`src/rtl/v_alu_elem_sequencer.sv`:
```
// Element-group issue controller for the vector lane ALU: accepts one instruction,
// steps through LANES-wide element groups, stretches mul/div groups, pulses done/err.
module v_alu_elem_sequencer #(
  parameter int MAX_VL  = 64,
  parameter int LANES   = 4,
  parameter int MUL_LAT = 2,
  parameter int DIV_LAT = 8
) (
  input  logic                      clk,
  input  logic                      rstn,
  input  logic                      instr_valid_i,
  output logic                      instr_ready_o,
  input  logic [4:0]                alu_op_i,
  input  logic [$clog2(MAX_VL):0]   vl_i,
  output logic                      issue_valid_o,
  input  logic                      issue_ready_i,
  output logic [4:0]                alu_op_o,
  output logic [$clog2(MAX_VL)-1:0] elem_idx_o,
  output logic [LANES-1:0]          elem_mask_o,
  output logic                      busy_o,
  output logic                      done_o,
  output logic                      err_o
);

  localparam int VLW     = $clog2(MAX_VL) + 1;
  localparam int IW      = VLW - 1;
  localparam int LAT_MAX = (DIV_LAT > MUL_LAT) ? DIV_LAT : MUL_LAT;
  localparam int CW      = $clog2(LAT_MAX + 1);

  typedef enum logic [1:0] {IDLE, ISSUE, WAIT, DONE} state_t;

  state_t          state;
  logic [VLW-1:0]  vl_q;
  logic [CW-1:0]   lat_q;
  logic [CW-1:0]   cnt_q;
  logic            err_q;

  logic [VLW-1:0]  vl_clamped;
  logic            legal;
  logic [CW-1:0]   lat_sel;
  logic            last_group;
  logic [IW-1:0]   next_idx;

  always_comb begin
    vl_clamped = (vl_i > VLW'(MAX_VL)) ? VLW'(MAX_VL) : vl_i;
    legal      = !(alu_op_i inside {5'd4, 5'd5, 5'd18, 5'd19, 5'd31});
    if (alu_op_i inside {[5'd13:5'd16]})
      lat_sel = CW'(DIV_LAT);
    else if (alu_op_i inside {[5'd9:5'd12], 5'd17})
      lat_sel = CW'(MUL_LAT);
    else
      lat_sel = CW'(1);
    last_group = ({1'b0, 1'b0, elem_idx_o} + (VLW+1)'(LANES)) >= {1'b0, vl_q};
    next_idx   = elem_idx_o + IW'(LANES);
  end

  always_comb begin
    elem_mask_o = '0;
    for (int unsigned k = 0; k < LANES; k++)
      elem_mask_o[k] = ({1'b0, 1'b0, elem_idx_o} + (VLW+1)'(k)) < {1'b0, vl_q};
  end

  always_comb begin
    instr_ready_o = (state == IDLE);
    issue_valid_o = (state == ISSUE);
    busy_o        = (state != IDLE);
    done_o        = (state == DONE);
    err_o         = (state == DONE) && err_q;
  end

  always_ff @(posedge clk or negedge rstn) begin
    if (!rstn) begin
      state      <= IDLE;
      vl_q       <= '0;
      lat_q      <= CW'(1);
      cnt_q      <= '0;
      err_q      <= 1'b0;
      alu_op_o   <= '0;
      elem_idx_o <= '0;
    end else begin
      case (state)
        IDLE: begin
          if (instr_valid_i) begin
            alu_op_o   <= alu_op_i;
            vl_q       <= vl_clamped;
            lat_q      <= lat_sel;
            err_q      <= !legal;
            elem_idx_o <= '0;
            state      <= (!legal || vl_clamped == '0) ? DONE : ISSUE;
          end
        end
        ISSUE: begin
          if (issue_ready_i) begin
            if (lat_q > CW'(1)) begin
              cnt_q <= lat_q - CW'(1);
              state <= WAIT;
            end else if (last_group) begin
              state <= DONE;
            end else begin
              elem_idx_o <= next_idx;
            end
          end
        end
        WAIT: begin
          if (cnt_q == CW'(1)) begin
            if (last_group) begin
              state <= DONE;
            end else begin
              elem_idx_o <= next_idx;
              state      <= ISSUE;
            end
          end else begin
            cnt_q <= cnt_q - CW'(1);
          end
        end
        DONE: begin
          err_q <= 1'b0;
          state <= IDLE;
        end
        default: state <= IDLE;
      endcase
    end
  end

endmodule

```
`config.mk`:
```
export PLATFORM = sky130hd
export DESIGN_NAME = v_alu_elem_sequencer
export DESIGN_NICKNAME = d
export VERILOG_FILES = /design/src/rtl/v_alu_elem_sequencer.sv
export SDC_FILE = /design/constraint.sdc
export NUM_CORES = 1
export LEC_CHECK = 0
export ABC_AREA = 1
export CORE_UTILIZATION = 52
export DETAILED_ROUTE_END_ITERATION = 6
export PLACE_DENSITY = 0.82
export SKIP_LAST_GASP = 1
export SYNTH_ARGS = -nofsm -noshare
export SYNTH_HDL_FRONTEND = slang
export SYNTH_SLANG_ARGS = --single-unit
```
`constraint.sdc`:
```
create_clock -name clk -period 2.1 [get_ports clk]
set_clock_uncertainty 0.05 [all_clocks]
set_input_delay 0.63 -clock clk [delete_from_list [all_inputs] [get_ports clk]]
set_output_delay 0.63 -clock clk [all_outputs]
set_load 0.01 [all_outputs]
```
run_1/registers.png
Other sequential cells in the stronger gray, the rest of the logic in the fainter gray.
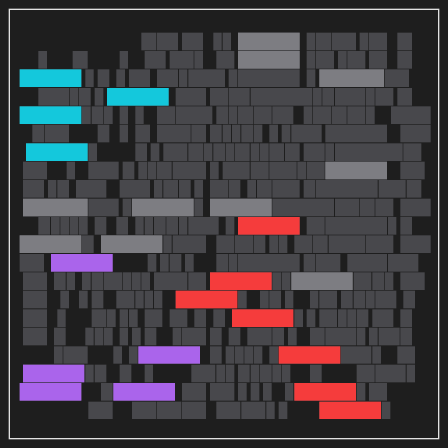
| name in the netlist | color | flops |
|---|---|---|
| alu_op_o | purple | 5 |
| vl_q | red | 7 |
| cnt_q | cyan | 4 |
not colored: 10

run_1/final_congestion.png
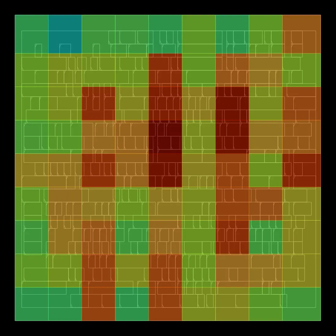
GR Layer Usage met1: 29.98%
wire per inst: 13.47 microns
GRT met2 Usage: 50.13%
final design utilization: 80.09%
met3 Usage GRT: 2.536%

==> results.cfg, run 1 <==
; physical design summary
[finish]
flop_area_sq_um = 653.1
dominant_cells = logic gates
sh_seq_area_pct = 23.51
largest-register = vl_q
lay_top_count = nand2_1
fillers = 238
fin_area_sq_um = 2778
buf_share_pct = 20.05
final_cell_mix = nand2_1 (63), inv_1 (33), buf_4 (27), o21ai_0 (25), dfrtp_1 (24)
n_all_buffers = 64
design.seq.count = 26

[route]
top_layer = met4
drc = 0
drt_iter0_markers = 46
wl_met2_mm = 2.716

[worst_setup_path]
reg2reg_to = elem_idx_o[3]$_DFFE_PN0P_
regToRegStartpoint = elem_idx_o[2]$_DFFE_PN0P_
startpoint = vl_q[4]$_DFFE_PN0P_
cp.arrival_ns = 1.70
critPathKind = register to output pin
cp_top_family = flip-flops
cpMaxStageDelayCell = dfrtp_1
cp.depth = 7
critical_path_required_ns = 1.42

[run_status]
status = complete, but fails checks
violations = negative setup slack

[flow_run]
tool_warnings = 35
maxCapViolations = 0

[yosys]
synthAoiAreaFrac_pct = 11.79
syn_avg_cell_area_sq_um = 7.166
topCombFamilyByArea = simple AND/OR/NAND/NOR gates
top_area_cell = dfrtp_1
synthCells = 271
ys_cells = 271
ys.flops = 26
yosysTopAreaCellShare_pct = 32.22
topCellsByArea = dfrtp_1 (32%), ha_1 (15%), nand2_1 (14%), inv_1 (7.9%), o21ai_0 (7.7%)

[pwr]
power.leakage_uw = 0.001407
maxPowerGroup = combinational logic
p_switching_uw = 1945
powerClk_uw = 333
comb_cell_power_uw = 3010
seq_power_share_pct = 20.6
p_per_area_nw_per_um2 = 1516

[clock_network]
clockRootBuffer = clkbuf_8
path_clk_slew_ns = 0.09
cts_resized = 42
cts_max_level = 1
clockBufferDepth = 2
worstSkewPairLatency_ns = 0.27

[hold_path]
holdPathEnd = alu_op_o[3]$_DFFE_PN0P_
hold_start = alu_op_o[3]$_DFFE_PN0P_

[timing]
worst_slack_ns = -0.2800
period_used_pct = 113.3
hold_ws_ns = 0.4468
hold_viol = 0
setup_viol_count_final = 9

[placement]
dp_worst_setup_slack_ns = -0.4301

[grt]
grt_max_degree = 27
overflow = 0

[die]
initCoreUtil_pct = 55.99
taps = 46
run_1/port_nets.png
The bar under the picture is 20 microns long.
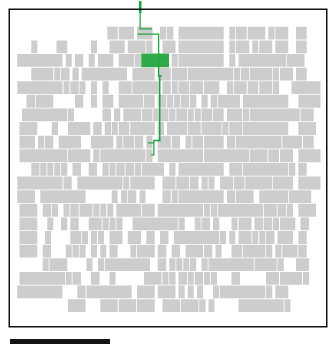
| port | color | bits | direction | edge | end cells | buffers | wire |
|---|---|---|---|---|---|---|---|
| done_o | green | 1 | output | top | 1 | 1 | 38.5 microns |
Top-Level Pins: 36
port buffer count: 33

run_1/met2.png
Cells faint in the background.
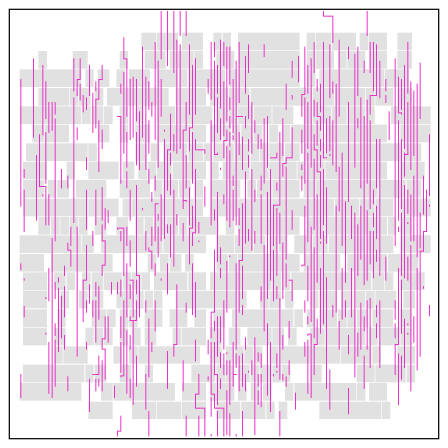
main direction: vertical
longest straight run: 27.5 microns
nets with wire on the layer: 316
Routed WL: 5.107 mm
vias: 1998

run_1/met1.png
Supply wires on this layer in gray. Cells faint in the background.
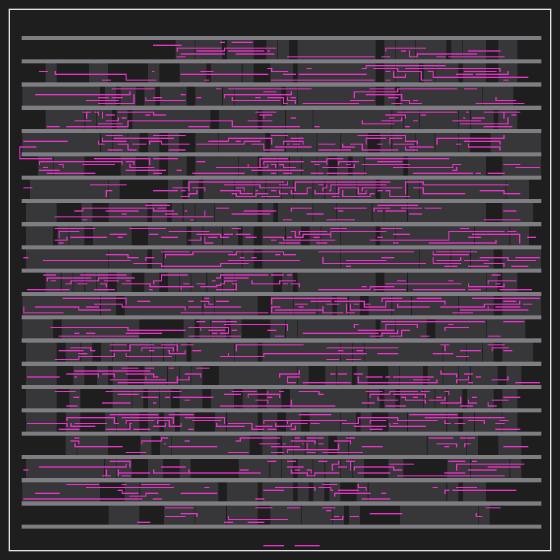

==> run 1 -> run 2 <==
--- a/config.mk
+++ b/config.mk
@@ -6,10 +6,13 @@
 export NUM_CORES = 1
 export LEC_CHECK = 0
 export ABC_AREA = 1
-export CORE_UTILIZATION = 52
+export CORE_UTILIZATION = 63
+export CTS_CLUSTER_SIZE = 10
 export DETAILED_ROUTE_END_ITERATION = 6
-export PLACE_DENSITY = 0.82
+export DONT_BUFFER_PORTS = 1
+export PLACE_DENSITY = 0.81
 export SKIP_LAST_GASP = 1
+export SLEW_MARGIN = 5
 export SYNTH_ARGS = -nofsm -noshare
 export SYNTH_HDL_FRONTEND = slang
 export SYNTH_SLANG_ARGS = --single-unit
run_2/met1.png
Supply wires on this layer in gray. Cells faint in the background.
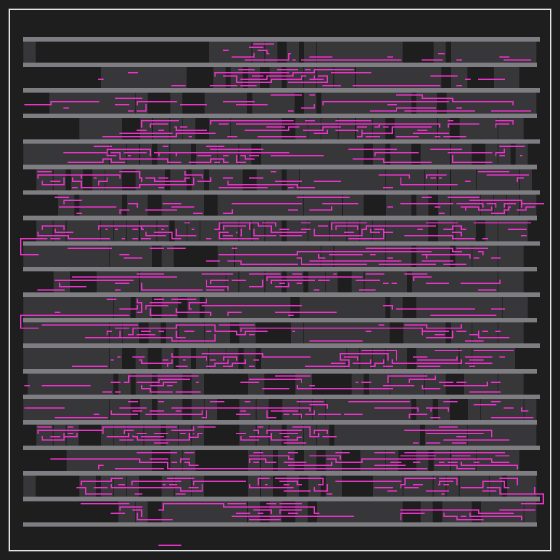
longest straight run: 27.6 microns
nets with wire on the layer: 296
vias: 1738
Routed WL: 4.231 mm
GR Layer Usage met1: 30.07%

run_2/met2.png
Cells faint in the background.
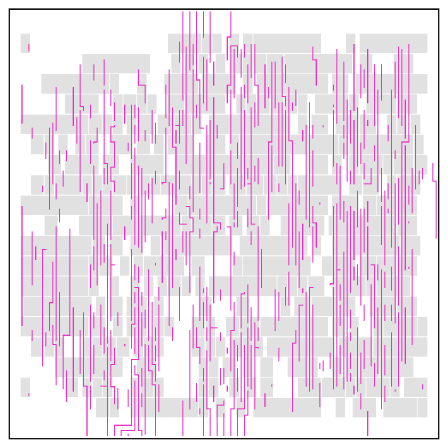
nets with wire on the layer: 254
main direction: vertical
longest straight run: 29.4 microns
share of all routed wire: 51%
wire length on this layer: 2180 microns
GRT met2 Usage: 49.50%

==> run 2 against run 1 <==
  * The run ends with design-rule violations, negative setup slack left
  * Fmax increased by 0.37%
  * Area after synthesis is the same
  * Synthesized cell count did not move
  * Core utilization shrank 1.1 points
  * Worst setup slack better by 0.0088 ns
  * Critical path depth fell by 2
  * Sequential share of layout area rose by 5.8 points
  * Critical endpoint is now elem_mask_o[3]
  * Largest power group unchanged
  * Highest routed layer unchanged
==> results.cfg, run 2 <==
; physical design summary
[run_status]
status = complete, but fails checks
violations = design-rule violations, negative setup slack

[yosys]
synth_cell_type_count = 30
ys_cells = 271
synthCells = 271
top_area_cell = dfrtp_1
syn_area_sq_um = 1942
topCombFamilyByArea = simple AND/OR/NAND/NOR gates
async_flop_share_pct = 100.0
synthAoiAreaFrac_pct = 11.79
topCellsByArea = dfrtp_1 (32%), ha_1 (15%), nand2_1 (14%), inv_1 (7.9%), o21ai_0 (7.7%)
yosysTopAreaCellShare_pct = 32.22
ys.flop_type = dfrtp_1
ys.flops = 26
ys_seq_share_pct = 33.57
syn_avg_cell_area_sq_um = 7.166
common_cells = nand2_1 (74), inv_1 (41), o21ai_0 (30)

[finish]
final_cell_mix = nand2_1 (64), inv_1 (39), o21ai_0 (28), dfrtp_1 (23), ha_1 (19)
design.seq.count = 26
n_all_buffers = 14
largest-register = vl_q
fillers = 202
sh_seq_area_pct = 29.27
clk_share_pct = 2.350
lay_top_count = nand2_1
final_util_pct = 79.04
dominant_cells = logic gates
largestRegisters = vl_q: 7 flops, alu_op_o: 5 flops
largest_register_ffs = 7
fin_area_sq_um = 2236
flop_area_sq_um = 654.4
fin_nets = 324
buf_share_pct = 5.260

[timing]
setup_viol_count_final = 8
max_clock_freq_ghz = 0.4217
hold_viol = 0
worst_slack_ns = -0.2712
hold_ws_ns = 0.04244
period_used_pct = 112.9

[placement]
placed_cell_area_sq_um = 2014
dp_worst_setup_slack_ns = 0.007226
numPortBuffers = 0

[clock_network]
clockRootBuffer = clkbuf_4
clockBufferDepth = 2
cts_max_level = 1
worstSkewPairLatency_ns = 0.33
post-cts-setup-buffers = 2
path_clk_slew_ns = 0.15
cts_resized = 9
cts_tree = built

[pwr]
p_switching_uw = 1714
pwr-share-clk_pct = 9.9
powerClk_uw = 350
vdd_drop_max_v = 0.001031
comb_cell_power_uw = 2260
p_per_area_nw_per_um2 = 1573
power.leakage_uw = 0.001159
maxPowerGroup = combinational logic
seq_power_share_pct = 25.9

[grt]
grt_use_total_pct = 26.74
met3_usage_pct = 4.308
grt_max_degree = 26
grt_first_pass_wirelength_mm = 6.837
overflow = 0

[die]
ioPinCount = 36
taps = 31
initCoreUtil_pct = 68.64
die-height_microns = 57.52

[worst_setup_path]
critPathKind = register to output pin
cp_top_family = AND-OR/OR-AND gates
regToRegStartpoint = elem_idx_o[2]$_DFFE_PN0P_
crit_chain = ha_1 -> a21oi_2 -> nand2_2 -> a21o_1 -> a21oi_2
endpoint_kind = output pin
critical_path_required_ns = 1.42
cp.depth = 5
cpMaxStageDelayCell = dfrtp_2
reg2reg_to = elem_idx_o[3]$_DFFE_PN0P_
startpoint = elem_idx_o[3]$_DFFE_PN0P_
critPathMaxFanout = 6
cp.arrival_ns = 1.69

[flow_run]
tool_warnings = 35
maxCapViolations = 0

[route]
drt_iter0_markers = 57
drt-met1-wl_mm = 1.802
drc = 3
top_layer = met4
wl_per_cell_microns = 13.47
wl_met2_mm = 2.178
run_2/port_nets.png
The bar under the picture is 20 microns long.
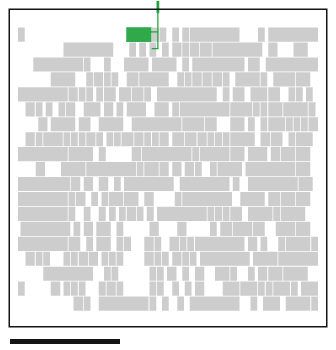
| port | color | bits | direction | edge | end cells | buffers | wire |
|---|---|---|---|---|---|---|---|
| done_o | green | 1 | output | top | 1 | 0 | 9.20 microns |

Power figures rest on the tool's default switching activity, not on a simulated workload.
